**src/rtl/layer1_conv_sequencer_if.sv**
```systemverilog
// layer1_conv_sequencer_if: loader/MAC/output-memory handshake bundle for the Layer-1 compute controller
interface layer1_conv_sequencer_if;
  logic start;
  logic ldDone;
  logic ldAllDone;
  logic ldBuf;
  logic [1:0] rdI;
  logic [1:0] rdJ;
  logic accClr;
  logic accEn;
  logic outWrEn;
  logic [7:0] outAddr;
  logic busy;
  logic done;
  modport master (
    input start, ldDone, ldAllDone,
    output ldBuf, rdI, rdJ, accClr, accEn, outWrEn, outAddr, busy, done
  );
  modport slave (
    output start, ldDone, ldAllDone,
    input ldBuf, rdI, rdJ, accClr, accEn, outWrEn, outAddr, busy, done
  );
endinterface

```
**src/rtl/layer1_conv_sequencer.sv**
```systemverilog
// layer1_conv_sequencer: sequences window load, 16 MAC reads, pipeline drain, result write and next-window request
module layer1_conv_sequencer #(
  parameter int KSIZE = 4,
  parameter int OUT_DIM = 13,
  parameter int MAC_LAT = 2
) (
  input logic clk,
  input logic rst,
  layer1_conv_sequencer_if.master b
);
  localparam int NK = KSIZE * KSIZE;
  localparam int NPOS = OUT_DIM * OUT_DIM;
  localparam int KW = $clog2(NK);
  localparam int DW = $clog2(MAC_LAT + 1);
  typedef enum logic [2:0] {IDLE, WAIT_LD, CLEAR, MAC, DRAIN, WRITE, REQ, DONE} state_t;
  state_t state;
  logic [KW-1:0] k;
  logic [DW-1:0] d;
  logic [7:0] pos;
  logic guard;
  logic [MAC_LAT-1:0] acc_pipe;
  logic unused_ld_all;
  // ldAllDone is informational; termination comes from the position count
  assign unused_ld_all = b.ldAllDone;
  assign b.accEn = acc_pipe[MAC_LAT-1];
  always_ff @(posedge clk) begin
    if (rst) begin
      state <= IDLE;
      k <= '0;
      d <= '0;
      pos <= '0;
      guard <= 1'b0;
      acc_pipe <= '0;
      b.accClr <= 1'b0;
      b.outWrEn <= 1'b0;
      b.ldBuf <= 1'b0;
      b.rdI <= '0;
      b.rdJ <= '0;
      b.outAddr <= '0;
      b.busy <= 1'b0;
      b.done <= 1'b0;
    end else begin
      acc_pipe <= MAC_LAT'({acc_pipe, state == MAC});
      b.accClr <= 1'b0;
      b.outWrEn <= 1'b0;
      b.ldBuf <= 1'b0;
      b.rdI <= '0;
      b.rdJ <= '0;
      b.outAddr <= '0;
      case (state)
        IDLE: if (b.start) begin
          state <= WAIT_LD;
          b.busy <= 1'b1;
          pos <= '0;
          guard <= 1'b0;
        end
        // guard masks the ldDone still held from the window just consumed
        WAIT_LD: if (guard) guard <= 1'b0;
        else if (b.ldDone) begin
          state <= CLEAR;
          b.accClr <= 1'b1;
        end
        CLEAR: begin
          k <= '0;
          state <= MAC;
        end
        MAC: if (k == KW'(NK - 1)) begin
          state <= DRAIN;
          d <= '0;
        end else begin
          k <= k + 1'b1;
          b.rdI <= 2'((32'(k) + 1) / KSIZE);
          b.rdJ <= 2'((32'(k) + 1) % KSIZE);
        end
        DRAIN: if (d == DW'(MAC_LAT - 1)) begin
          state <= WRITE;
          b.outWrEn <= 1'b1;
          b.outAddr <= pos;
        end else d <= d + 1'b1;
        WRITE: if (pos == 8'(NPOS - 1)) begin
          state <= DONE;
          b.busy <= 1'b0;
          b.done <= 1'b1;
        end else begin
          state <= REQ;
          b.ldBuf <= 1'b1;
        end
        REQ: begin
          pos <= pos + 1'b1;
          guard <= 1'b1;
          state <= WAIT_LD;
        end
        default: ;
      endcase
    end
  end
endmodule

```
**src/flat_wrapper.sv**
```systemverilog
// flat-port wrapper written by rule: the top's interface ports become plain ports
module layer1_conv_sequencer_flat 
#(
  parameter int KSIZE = 4,
  parameter int OUT_DIM = 13,
  parameter int MAC_LAT = 2
)
  (clk, rst, b_start, b_ldDone, b_ldAllDone, b_ldBuf, b_rdI, b_rdJ, b_accClr, b_accEn, b_outWrEn, b_outAddr, b_busy, b_done);
  layer1_conv_sequencer_if b_i ();
  input logic clk;
  input logic rst;
  input wire logic [$bits(b_i.start)-1:0] b_start;
  input wire logic [$bits(b_i.ldDone)-1:0] b_ldDone;
  input wire logic [$bits(b_i.ldAllDone)-1:0] b_ldAllDone;
  output wire logic [$bits(b_i.ldBuf)-1:0] b_ldBuf;
  output wire logic [$bits(b_i.rdI)-1:0] b_rdI;
  output wire logic [$bits(b_i.rdJ)-1:0] b_rdJ;
  output wire logic [$bits(b_i.accClr)-1:0] b_accClr;
  output wire logic [$bits(b_i.accEn)-1:0] b_accEn;
  output wire logic [$bits(b_i.outWrEn)-1:0] b_outWrEn;
  output wire logic [$bits(b_i.outAddr)-1:0] b_outAddr;
  output wire logic [$bits(b_i.busy)-1:0] b_busy;
  output wire logic [$bits(b_i.done)-1:0] b_done;
  assign b_i.start = b_start;
  assign b_i.ldDone = b_ldDone;
  assign b_i.ldAllDone = b_ldAllDone;
  assign b_ldBuf = b_i.ldBuf;
  assign b_rdI = b_i.rdI;
  assign b_rdJ = b_i.rdJ;
  assign b_accClr = b_i.accClr;
  assign b_accEn = b_i.accEn;
  assign b_outWrEn = b_i.outWrEn;
  assign b_outAddr = b_i.outAddr;
  assign b_busy = b_i.busy;
  assign b_done = b_i.done;
  layer1_conv_sequencer #(.KSIZE(KSIZE), .OUT_DIM(OUT_DIM), .MAC_LAT(MAC_LAT)) u_core (.clk(clk), .rst(rst), .b(b_i));
endmodule
```
**config.mk**
```make
export PLATFORM = sky130hd
export DESIGN_NAME = layer1_conv_sequencer_flat
export DESIGN_NICKNAME = d
export VERILOG_FILES = /design/src/rtl/layer1_conv_sequencer_if.sv /design/src/rtl/layer1_conv_sequencer.sv /design/src/flat_wrapper.sv
export SDC_FILE = /design/constraint.sdc
export NUM_CORES = 1
export LEC_CHECK = 0
export CORE_ASPECT_RATIO = 1.4
export CORE_MARGIN = 4
export CORE_UTILIZATION = 46
export DETAILED_ROUTE_END_ITERATION = 7
export GPL_ROUTABILITY_DRIVEN = 0
export PLACE_DENSITY_LB_ADDON = 0.05
export SLEW_MARGIN = 20
export SYNTH_ARGS = -nofsm -noshare
export SYNTH_HDL_FRONTEND = slang
export SYNTH_SLANG_ARGS = --single-unit
```
**constraint.sdc**
```tcl
create_clock -name clk -period 2.5 [get_ports clk]
set_input_delay 0.5 -clock clk [delete_from_list [all_inputs] [get_ports clk]]
set_output_delay 0.5 -clock clk [all_outputs]
set_load 0.02 [all_outputs]
```
==> notes.md, run 1 <==
The full implementation flow was run.

By startpoint and endpoint, the worst setup path is classified as reg2reg. For reference, the top cells by count after synthesis are 37 x dfxtp_1, 19 x nor2_1, 10 x a21oi_1. Global routing used 5.16% of the available met3 tracks.

The die boundary width stands at 57.8 um. STA shows the worst min-delay path finishing at u_core.b.done. The number of warnings reported in the stage logs is 28. The total setup violations reported at the end of the flow stands at 0. Per Yosys stat, the portion of area used by sequential elements is 46.4%. The first global-routing pass estimated 5330 um of wire. A synthesized cell averages 9.39 um^2.

By instance count, the leading cell after synthesis is dfxtp_1. The number of different library cells in the post-synthesis netlist stands at 44. Clock tree synthesis selected as its root buffer the cell clkbuf_8. The total placed cells including tap cells stands at 223. The main area contributors are dfxtp_1 46%, nor2_1 4.5%, ha_1 3.9%, a21oi_1 3.1%, and2_1 3.1%. The global routing report lists met2 layer usage as 26.6%. The tightest hold path in the finished design has a slack of 0.455 ns. The number of antenna violations at the first check in global routing is 0. The post-CTS resize count stands at 0. The die is 77.7 um tall. The total count of max-transition violations in the final report stands at 0. The final layout report lists a filler cell count of 316. The standby leakage power stands at 0.764 nW. Yosys stat counts 170 cells in the synthesized netlist. The placement-stage worst setup slack stands at 0.476 ns.

The global routing stage identified its most utilized layer as met2. In the final run the clock tree shows a worst skew of 0.00295 ns. Entering global routing, the biggest net connects 23 pins.

TritonCTS built the clock tree. The non-filler instance count after layout stands at 231. The data arrival time of the worst path stands at 2.06 ns.

The endpoint identified for the worst register-to-register timing path is u_core.pos[7]. The sum of overflow across all layers after global routing stands at 0. On the reported timing paths, the clock transition at the registers reads 0.07 ns. At the end of the flow, the number of nets in the layout was 200. The cell row count stands at 25. The synthesized design devotes to its leading area cell type 46.4% of total area. Hold-check failures listed in the final report amount to 0.

The total power divided by cell area stands at 691 mW/mm^2. The H-tree generated during clock tree synthesis spans 2 levels. For this design, the CTS-stage hold fixing added 0 buffers. In this run the most critical hold path is launched from u_core.b.done. Wire segments on met2 add up to 1610 um in the final route.

TritonRoute reported its final design rule violation total as 0. After routing the design area is 0.00194 mm^2. The detail route stage leaves a number of antenna-violating nets equal to 0. In this run, the number of DRC markers left after iteration 0 of detailed routing was 27. The tally of max-capacitance violations stands at 0. Counting cells, the worst reg-to-reg path comes to 4.

The synthesis log from Yosys contains 0 warnings. The maximum net fanout on the critical path stands at 22. The half-perimeter wire length after detailed placement stands at 2220 um. The data required time reported for the critical path is 2.72 ns. The maximum operating frequency stands at 544 MHz. The layout overhead on the synthesized area stands at 21.2%. The pin closest to its max-slew limit shows a slew of 0.629 ns. The sum of internal, switching and leakage power stands at 1.34 mW.

The number of instances in the synthesized netlist stands at 170. The worst setup slack after layout stands at 0.662 ns. The placement-stage cell area stands at 0.00182 mm^2. The setup TNS stands at 0 ns. The part of the cycle the worst path needs stands at 73.5%. The flow ran to the end, and the final reports show no timing, DRC or antenna violations. The clock period minus worst slack stands at 1.84 ns. STA lists the startpoint of the worst register-to-register path as u_core.state[2]. The average via count per standard cell stands at 5.45. The worst-case headroom to the max-slew limit stands at 58.0%. Global routing used 16.5% of the available met1 tracks. STA classifies the critical path endpoint as a flip-flop. The pre-antenna-repair detailed-routing pass consisted of 4 iterations. Setup repair after global routing left no endpoint under its margin. Cells with a size suffix above 1 make up 8.38% of the layout. The fraction of registers with async set/reset stands at 0%. The maximum ir drop on the vdd rail stands at 0.460 mV. The die footprint stands at 0.00449 mm^2. In this run the worst setup path begins at u_core.state[2]. For reference, the critical path is captured by u_core.pos[7].

STA classifies the critical path startpoint as a flip-flop. The clock insertion delay at the later pin of the skew report stands at 0.29 ns. Per the layout area report, the combinational gate area comes to 766 um^2. The synthesis report names the predominant flop master as dfxtp_1. The most critical min-delay path falls under reg2reg.

The core utilization at floorplan stands at 47.7%. The area recorded from the Yosys report for this design is 0.00160 mm^2. The clock passes through at most 2 buffers.

Detailed routing placed a total of 152 um of wire on met3. The synthesis-stage register bit count stands at 37. The number of enable flip-flop cells stands at 0.

The number of global-route vias before repair stands at 1219. The setup slack of the most critical reg-to-reg path stands at 0.66 ns. When the netlist entered floorplanning its net count stood at 180. The number of buffers added for setup after CTS stands at 0. The highest metal layer carrying signal wires in the routed design is met4.

Summed over all instances, the cell type with the most area after synthesis is dfxtp_1. The floorplan step defined a core boundary enclosing 0.00335 mm^2. The length of routed wiring on met1 stands at 1280 um. The number of antenna diodes stands at 0.

The synthesized netlist occupies a cell area of 0.00160 mm^2. The worst hold path depth stands at 2.
-- run 1: kinds of logic (layout without fill, tap and decap cells) --
family | Yosys count | after routing | synth area share, %
AND/OR/NAND/NOR | 68 | 68 | 24.7
flip-flops | 37 | 37 | 46.4
AND-OR/OR-AND | 34 | 34 | 15.0
buffers and inverters | 19 | 40 | 5.64
adder cells (fa/ha/maj) | 5 | 5 | 3.92
multiplexers | 4 | 4 | 2.66
XOR/XNOR | 3 | 3 | 1.65
-- run 1: critical path, cell delays in order, from the launching register on --
cell and delay (ns):
dfxtp_1 0.73, and3b_1 0.39, nand4_1 0.17, or3_1 0.34, a21oi_1 0.14
-- run 1: cells in the final DEF, fill, tap and decap left out, types with 4 or more instances in the layout --
cell type        count
a21o_1               4
and2_1               8
dfxtp_1             37
inv_1                8
nand2_1              6
clkdlybuf4s50_1     21
nand4_1              5
nand3_1              5
clkbuf_8             6
nor2_1              19
ha_1                 5
a21oi_1             10
o21ai_0              4
a211oi_1             4
nor2b_1              6
-- run 1: sequential cells by signal (all words and copies together), names as in the netlist, 2 cells and up --
signal / flops
u_core.acc_pipe: 2
u_core.b.outAddr: 8
u_core.b.rdI: 2
u_core.b.rdJ: 2
u_core.d: 2
u_core.k: 4
u_core.pos: 8
u_core.state: 3
-- run 1: cell type report --
| class | count | area share [%] |
|---|---|---|
| clock buffers | 7 | 4.46 |
| clock inverters | 1 | 1.55 |
| inverters | 8 | 1.55 |
| multi-input cells | 114 | 39.6 |
| flip-flops and latches | 37 | 38.3 |
| well taps | 40 | 2.59 |
| repair buffers | 24 | 12.0 |
-- run 1: report_power, final --
part / switching [mW] / internal, mW
Combinational: 0.0824 / 0.0826
Clock: 0.205 / 0.325
Sequential: 0.0373 / 0.605
Total: 0.324 / 1.01
Fig. 1: run 1, signal metal coverage by tile
12 x 16 tiles, from dark blue (low) to red (high), scaled to the fullest tile. Values are wire area over tile area, all layers added.
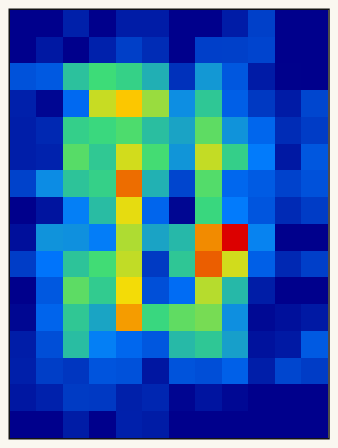
fullest tile = 0.48
tiles over half the peak = 14%
mean over tiles = 0.11
emptiest ninth of the die = lower right
wire length reported by the detailed router: 3090 um
routed wirelength normalized by instance count: 13.4 um
overall via count from detail_route: 1260
aggregate global-route resource usage: 15.2%

Fig. 2: run 1, clock wiring as the flow saved it
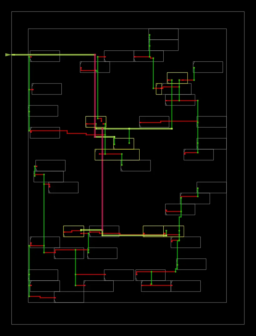
number of buffers inserted during clock tree synthesis: 5
clock sink count: 37

Fig. 3: run 1, sequential cells grouped by signal name
Scale bar: 20 um.
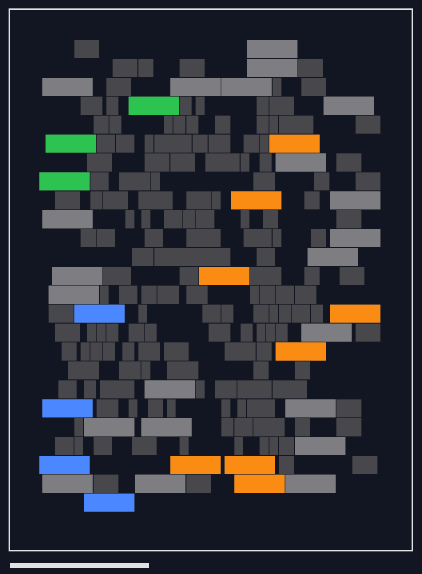
green -> u_core.state  # sequential cells 3
blue -> u_core.k  # sequential cells 4, where lower left
orange -> u_core.pos  # sequential cells 8
Power Sequential: 0.642 mW
final core utilization: 57.8%
footprint of the flip-flops and latches: 741 um^2
flop share of the area: 38.3%

Fig. 4: run 1, wires at chosen ports, followed through buffers
Scale bar: 20 um.
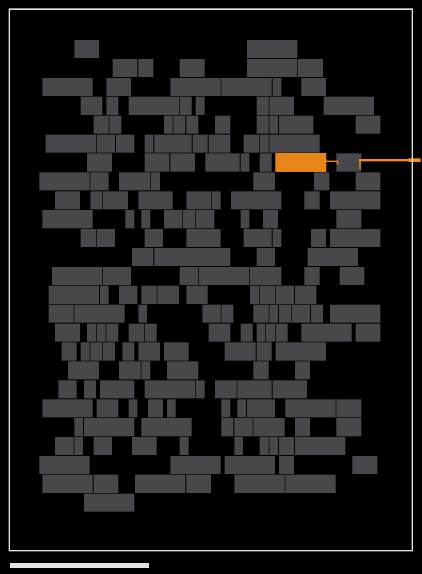
orange -> b_outWrEn  # direction output, end cells 1, buffers 1, wire 10.8 um
top-level I/O count: 23
tally of buffers added on design ports: 21

Fig. 5: run 1, metal layers overlaid
Two of the layers only.
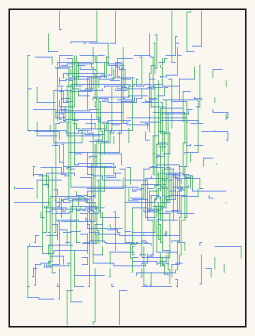

==> run 2: changes to the inputs <==
clock period = 1.48 ns   (was 2.5 ns; I/O delays follow)
Fig. 6: run 2, metal layers overlaid
Two of the layers only.
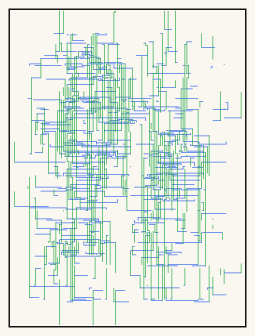
green -> M2  # wire length 2090 um
blue -> M1  # wire length 1400 um
aggregate global-route resource usage: 18.3%
wire length reported by the detailed router: 3790 um
overall via count from detail_route: 1418

Fig. 7: run 2, wires at chosen ports, followed through buffers
Scale bar: 20 um.
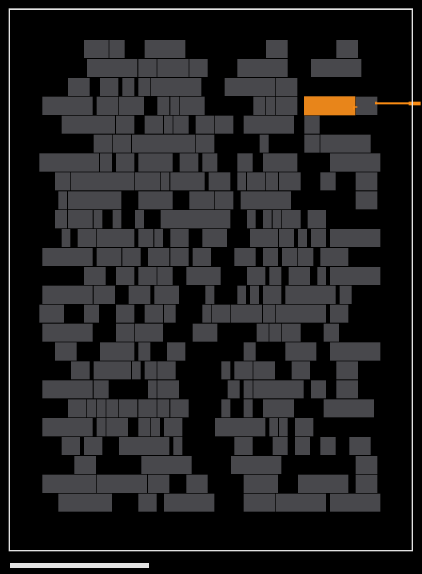
orange -> b_outWrEn  # direction output, end cells 1, buffers 1, wire 5.80 um

Fig. 8: run 2, signal metal coverage by tile
12 x 16 tiles, from dark blue (low) to red (high), scaled to the fullest tile. Values are wire area over tile area, all layers added.
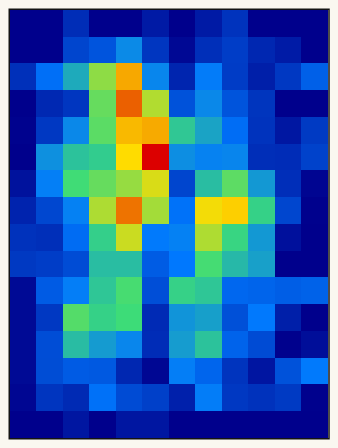
fullest tile = 0.60
nearly empty tiles = 21%
tiles over half the peak = 14%
routed wirelength normalized by instance count: 14.6 um

==> notes.md, run 2 <==
The full implementation flow was run.

The DRC violations left was 0 (unchanged). The number of different library cells in the post-synthesis netlist stands at 44 (unchanged). The flow ran to the end, and the final reports show no timing, DRC or antenna violations. The net count entering floorplan was 180 (unchanged). The most common logic cells in the final layout are 33 x buf_4, 32 x dfxtp_1, 19 x nor2_1. The die footprint was 0.00449 mm^2 (unchanged). Ranked by instance count, the synthesized netlist is headed by 37 x dfxtp_1, 19 x nor2_1, 10 x a21oi_1. Sorting the synthesized cells by area gives the leading types as dfxtp_1 46%, nor2_1 4.5%, ha_1 3.9%, a21oi_1 3.1%, and2_1 3.1%. The total setup violations reported at the end of the flow is 0 (unchanged). The core utilization at floorplan stands at 47.7% (unchanged). The mean area per synthesized cell stands at 9.39 um^2 (unchanged).

STA classifies the critical path endpoint as a flip-flop. For the worst reg-to-reg path, the startpoint reported by OpenROAD is u_core.state[2]. The number of enable flip-flop cells is 0 (unchanged). The maximum ir drop on the vdd rail came to 0.748 mV (+63%). The fraction of final layout cells with drive strength greater than 1 is 27.3% (+19 points).

The post-cts hold-fix buffer tally was 0 (unchanged). The placement-stage worst setup slack stands at -0.313 ns (-0.789 ns). The largest registers in the layout are u_core.b.outAddr: 8 flops, u_core.pos: 8 flops, u_core.k: 4 flops. The worst-case headroom to the max-slew limit was 75.1% (+17 points). Looking at hold timing, the worst path starts from b_start. In the setup report, the worst path falls into the class reg2reg. The area of all placed cells without fillers stands at 0.00219 mm^2 (+13%). The count of pins on the block boundary is 23 (unchanged). The number of sinks on the clock net is 37 (unchanged).

The number of warnings printed during yosys synthesis stands at 0 (unchanged). By instance count after routing, the leading logic cell type is buf_4. The pin count of the biggest net entering global routing stands at 12 (-48%). The number of levels the H-tree was split into is 2 (unchanged). The number of warnings the tools reported is 29 (+3.6%). The floorplan core area stands at 0.00335 mm^2 (unchanged). The capture point of the worst register-to-register path is recorded as u_core.state[2]. The worst hold path depth came to 4 (+2). The average via count per standard cell is 5.45 (about the same).

The number of global-route vias before repair stands at 1390 (+14%). The maximum operating frequency is 692 MHz (+27%). The top cell type's share of synthesized area was 46.4% (unchanged).

The remaining antenna violation count stands at 0 (unchanged). The final core utilization stands at 65.5% (+7.6 points). The die boundary width came to 57.8 um (unchanged). The clock period minus worst slack stands at 1.45 ns (-0.391 ns). The sum of overflow across all layers after global routing stands at 0 (unchanged).

The number of antenna violations at the first check in global routing came to 0 (unchanged). The worst hold slack after final layout was 0.436 ns (-0.0191 ns). The number of instances in the synthesized netlist stands at 170 (unchanged).

TritonCTS built the clock tree. The die height stands at 77.7 um (unchanged). The number of antenna diodes stands at 0 (unchanged). For this run, the leading register cell type out of synthesis is dfxtp_1. The cell row count stands at 25 (unchanged).

The number of detailed-route iterations in the first pass stands at 5 (+1). STA reports the tightest min-delay check as being of type in2reg. The clock insertion delay at the later pin of the skew report stands at 0.29 ns (about the same). The number of cells on the worst reg-to-reg path is 5 (+1). The worst setup path is launched from a flip-flop. The tally of max-capacitance violations came to 0 (unchanged). Setup repair after global routing could not meet its margin everywhere. The total power divided by cell area stands at 1000 mW/mm^2 (+45%). The half-perimeter wire length after detailed placement came to 2630 um (+18%). The placement-stage cell area stands at 0.00202 mm^2 (+11%). Compared with the post-synthesis result, the final layout area differs by 37.2%. The total standard cell area after synthesis stands at 0.00160 mm^2 (unchanged). The part of the cycle the worst path needs stands at 97.7% (+24 points).

The summed standard-cell area reported by yosys stands at 0.00160 mm^2 (unchanged). The data arrival time of the worst path was 1.63 ns (-0.43 ns). The wire length of the first global-routing pass stands at 6410 um (+20%). The register area share after synthesis is 46.4% (unchanged).

The total placed cells including tap cells stands at 248 (+11%). The cell total in the yosys stat output stands at 170 (unchanged). The sum of internal, switching and leakage power is 2.20 mW (+65%). dfxtp_1 takes more of the synthesized area than any other cell. The number of buffers added on ports was 21 (unchanged). The fraction of registers with async set/reset stands at 0% (unchanged). The number of buffers created by CTS stands at 5 (unchanged). The total count of max-transition violations in the final report stands at 0 (unchanged). The endpoint required time on the critical path was 1.66 ns (-1.06 ns). The final clock skew stands at 0.00695 ns (+0.00399 ns). For hold timing, the worst endpoint is u_core.guard. The setup TNS stands at 0 ns (unchanged). Among all cell types in the netlist, the one instantiated most often is dfxtp_1. The maximum root-to-sink buffer count is 2 (unchanged).

The clock slew seen by the registers of the worst setup and hold paths is 0.07 ns (about the same). The setup slack of the most critical reg-to-reg path stands at 0.03 ns (-0.63 ns). The final-stage net count stands at 230 (+15%).

The worst-margin pin slew was 0.373 ns (-0.256 ns). The root buffer cell chosen for the clock tree is clkbuf_8. The maximum net fanout on the critical path stands at 6 (-73%). The non-filler instance count after layout was 260 (+13%). The synthesis-stage register bit count stands at 37 (unchanged). The DRC violation total after the first TritonRoute iteration stands at 33 (+22%). The worst setup slack after layout stands at 0.0339 ns (-0.629 ns). The standby leakage power stands at 1.01 nW (+32%). The number of failing hold endpoints at the final stage stands at 0 (unchanged).
-- run 2: cell counts after synthesis --
Identical to the previous run, type by type.
-- run 2: cells by family (layout without fill, tap and decap cells) --
group,after synthesis,count (layout),synth area share (%)
AOI/OAI and AO/OA,34,34,15.0
xor gates and xnor gates,3,3,1.65
adders and majority gates,5,5,3.92
buffers and inverters,19,69,5.64
DFF,37,37,46.4
muxes,4,4,2.66
and+or+nand+nor,68,68,24.7
-- run 2: report_power, final --
part           switching, mW  leakage (nW)  internal [mW]  total (mW)
clock network          0.332        0.0443          0.369       0.702
registers             0.0244         0.301           1.02        1.05
logic                  0.236         0.665          0.216       0.451
total                  0.592          1.01           1.61        2.20
-- run 2: worst max path at each step --
stage	startpoint	to	slack [ns]	cells past startpoint
floorplan	u_core.state[1]	u_core.state[0]	0.02	7
global placement	b_start	u_core.pos[4]	-0.28	5
detailed placement	b_start	u_core.pos[1]	-0.31	5
CTS	u_core.k[1]	u_core.state[0]	0.004	5
global route	u_core.state[1]	u_core.state[2]	-0.03	5
finish	u_core.state[2]	u_core.state[2]	0.03	5
-- run 2: timing repair --
action,in CTS,in global routing
setup buffers,0,5
pin swaps,1,5
resized,23,17
endpoints found under the setup margin,24,15
-- run 2: final cells by class --
type / instances / area (um^2)
well taps: 40 / 50.0
flip-flops and latches: 37 / 749
clock buffers: 7 / 86.3
repair buffers: 54 / 438
inverters: 8 / 30.0
multi-input cells: 114 / 837
fillers: 301 / 1160
-- run 2: critical path, stage by stage, from the launching register on --
cell	delay [ns]
dfxtp_4	0.39
buf_4	0.15
nor2b_1	0.07
a2111oi_4	0.42
nor3_4	0.08
a32o_1	0.23
-- run 2: routing by layer --
layer  wire length (um)  track usage (%)
met5                  0                0
met1               1400             18.5
met3                176             4.66
met2               2090             33.6
met4                121             9.05
Fig. 9: run 2, clock wiring as the flow saved it
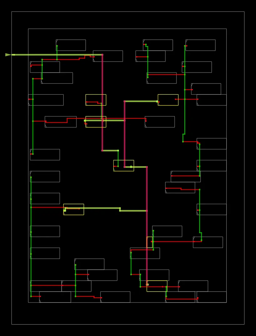

==> run 3: changes to the inputs <==
clock period = 1.4 ns   (was 1.48 ns; I/O delays follow)
Fig. 10: run 3, clock wiring as the flow saved it
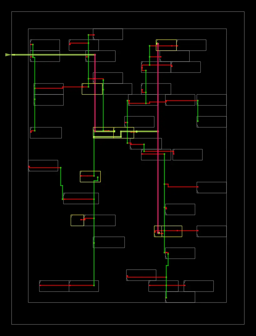
flip-flop and latch count: 37
Max Clock Skew: 0.00475 ns

Fig. 11: run 3, sequential cells grouped by signal name
Scale bar: 20 um.
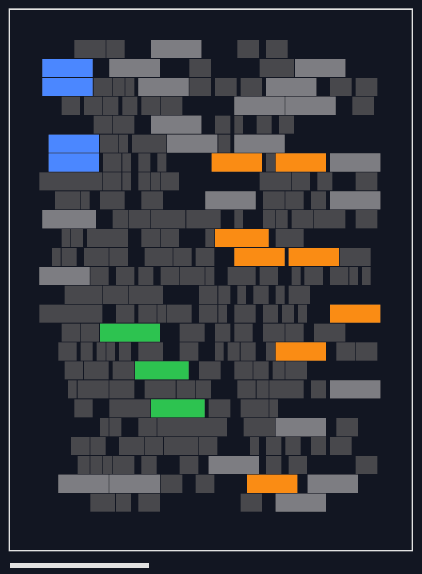
orange -> u_core.pos  # sequential cells 8
blue -> u_core.k  # sequential cells 4, where upper left
green -> u_core.state  # sequential cells 3
footprint of the flip-flops and latches: 749 um^2
Power Sequential: 1.12 mW
final core utilization: 67.6%
flop share of the area: 33.1%

==> notes.md, run 3 <==
The full implementation flow was run.

The summed standard-cell area reported by yosys stands at 0.00160 mm^2 (unchanged). The number of warnings printed during yosys synthesis stands at 0 (unchanged). The worst setup path is captured at a flip-flop. The library cell used most frequently in the layout, excluding fill and tap cells, is buf_4. The standby leakage power is 1.03 nW (+2.1%). The die height stands at 77.7 um (unchanged). The clock insertion delay at the later pin of the skew report stands at 0.29 ns (about the same). The number of antenna diodes came to 0 (unchanged). The cell row count was 25 (unchanged).

The number of cells on the worst reg-to-reg path was 5 (unchanged). The switching fraction of total power came to 27.5% (+0.55 points). The maximum ir drop on the vdd rail is 0.861 mV (+15%). The startpoint identified for the worst register-to-register timing path is u_core.d[1]. The critical path's slowest stage uses the library cell a2111oi_4. The final-stage net count stands at 233 (+1.3%). Per STA, the worst path accumulates the most delay in the family AND-OR/OR-AND gates. The number of warnings the tools reported stands at 30 (+3.4%). The total standard cell area after synthesis is 0.00160 mm^2 (unchanged).

Setup repair after global routing could not meet its margin everywhere. The die footprint came to 0.00449 mm^2 (unchanged). The tally of max-capacitance violations was 0 (unchanged).

The cell total in the yosys stat output stands at 170 (unchanged). The path class of the tightest hold or removal check is reg2reg. The endpoint required time on the critical path stands at 1.58 ns (-0.08 ns).

For the worst min-delay path, the startpoint reported by OpenROAD is u_core.acc_pipe[0]. The worst register-to-register path ends at u_core.state[2]. The number of buffers created by CTS stands at 5 (unchanged).

The wire length of the first global-routing pass stands at 5940 um (-7.3%). The worst setup slack after layout was 0.00441 ns (-0.0295 ns). The DRC violation total after the first TritonRoute iteration was 44 (+33%). Leaving out fill and tap cells, the most frequent cells in the layout are 36 x buf_4, 32 x dfxtp_1, 19 x dlygate4sd2_1. The count of pins on the block boundary stands at 23 (unchanged). The count of buffer and inverter cells on the critical path stands at 1 (unchanged). The wire length reported by the detailed router is 3520 um (-7.1%). The setup TNS stands at 0 ns (unchanged).

The post-CTS resize count stands at 32 (+39%). The maximum operating frequency stands at 717 MHz (+3.6%). The average via count per standard cell was 5.19 (-4.8%). The number of sinks on the clock net came to 37 (unchanged). The synthesis-stage register bit count stands at 37 (unchanged). The worst hold slack after final layout is 0.442 ns (+0.00571 ns).

By startpoint and endpoint, the worst setup path is classified as reg2reg. The number of instances in the synthesized netlist stands at 170 (unchanged). The longest individual stage delay on the worst path came to 0.42 ns (about the same). Ranked by instance count, the synthesized netlist is headed by 37 x dfxtp_1, 19 x nor2_1, 10 x a21oi_1. The total placed cells including tap cells came to 254 (+2.4%).

Walking the worst path, the cells encountered are inv_2, ha_4, a2111oi_4, nor3_4, a32o_1. The internal cell power stands at 1.75 mW (+9.1%). The DRC violations left stands at 0 (unchanged). The layout overhead on the synthesized area stands at 41.8%. The flow ran to the end, and the final reports show no timing, DRC or antenna violations. The worst hold path depth came to 1 (-3).

The data arrival time of the worst path was 1.58 ns (-0.05 ns). The part of the cycle the worst path needs stands at 99.7% (+2.0 points). The placement-stage cell area stands at 0.00207 mm^2 (+2.5%). The clock period minus worst slack stands at 1.40 ns (-0.0505 ns). The die boundary width came to 57.8 um (unchanged).

Hold analysis lists the worst path endpoint as u_core.acc_pipe[1]. The number of levels the H-tree was split into came to 2 (unchanged). The tree is rooted in a clkbuf_8. The number of different library cells in the post-synthesis netlist stands at 44 (unchanged).

The setup slack of the most critical reg-to-reg path is 0.004 ns (-0.03 ns). The portion of total power attributed to combinational logic is 21.7% (+1.2 points). The placement-stage worst setup slack stands at -0.362 ns (-0.0489 ns). The maximum root-to-sink buffer count stands at 2 (unchanged). The pin count of the biggest net entering global routing stands at 16 (+4).

The register area share after synthesis stands at 46.4% (unchanged). The fraction of final layout cells with drive strength greater than 1 was 33.0% (+5.8 points). The number of buffers added on ports stands at 21 (unchanged). The number of global-route vias before repair came to 1401 (+0.79%). The clock slew seen by the registers of the worst setup and hold paths stands at 0.07 ns (about the same). The worst-margin pin slew stands at 0.343 ns (-0.0304 ns). The number of enable flip-flop cells was 0 (unchanged).
Fig. 12: run 3, metal layers overlaid
Two of the layers only.
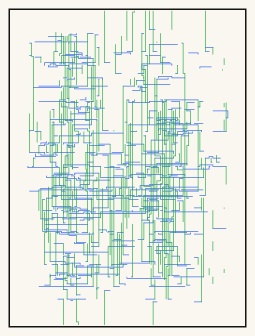
green -> M2  # wire length 2010 um
blue -> M1  # wire length 1320 um
aggregate global-route resource usage: 17.0%
routed wirelength normalized by instance count: 13.3 um

## run 3: power by group through the flow
stage                     Sequential (mW)  Clock, mW  Combinational (mW)
after floorplan                      1.13          0               0.296
after global placement               1.14          0               0.437
after detailed placement             1.14          0               0.447
after CTS                            1.12      0.804               0.478
after global routing                 1.12      0.850               0.573
final                                1.12      0.779               0.524
## run 3: worst max path at each step
stage	from	slack [ns]	cells past startpoint	to
floorplan	u_core.state[1]	-0.002	7	u_core.state[0]
global route	u_core.d[1]	-0.05	5	u_core.state[0]
global placement	b_start	-0.34	5	u_core.pos[4]
detailed placement	b_start	-0.36	5	u_core.pos[2]
finish	u_core.d[1]	0.004	5	u_core.state[2]
CTS	u_core.state[2]	0.003	4	u_core.pos[0]
## run 3: kinds of logic (layout without fill, tap and decap cells)
kind of cell             count (synthesis)  after routing  synth area share (%)
AND/OR/NAND/NOR                         68             68                  24.7
XOR/XNOR                                 3              3                  1.65
adder cells (fa/ha/maj)                  5              5                  3.92
flip-flops                              37             37                  46.4
buffers and inverters                   19             73                  5.64
multiplexers                             4              4                  2.66
AND-OR/OR-AND                           34             34                  15.0
## run 3: metal layers
| metal | vias to the layer above | part of all wire, % | track usage (%) |
|---|---|---|---|
| li1 | 703 | - | - |
| met1 | 642 | 37 | 17.7 |
| met2 | 19 | 57 | 31.0 |
| met3 | 7 | 3.3 | 3.33 |
| met4 | 0 | 2.1 | 8.82 |
| met5 | - | 0 | 0 |
## run 3: layout make-up
| class | instances | area [um^2] |
|---|---|---|
| clock buffer | 6 | 82.6 |
| clock inverter | 2 | 13.8 |
| fill | 277 | 1080 |
| inverter | 8 | 30.0 |
| multi-input combinational | 114 | 881 |
| sequential | 37 | 749 |
| tap | 40 | 50.0 |
| timing repair buffer | 57 | 457 |
Power figures rest on the tool's default switching activity, not on a simulated workload.
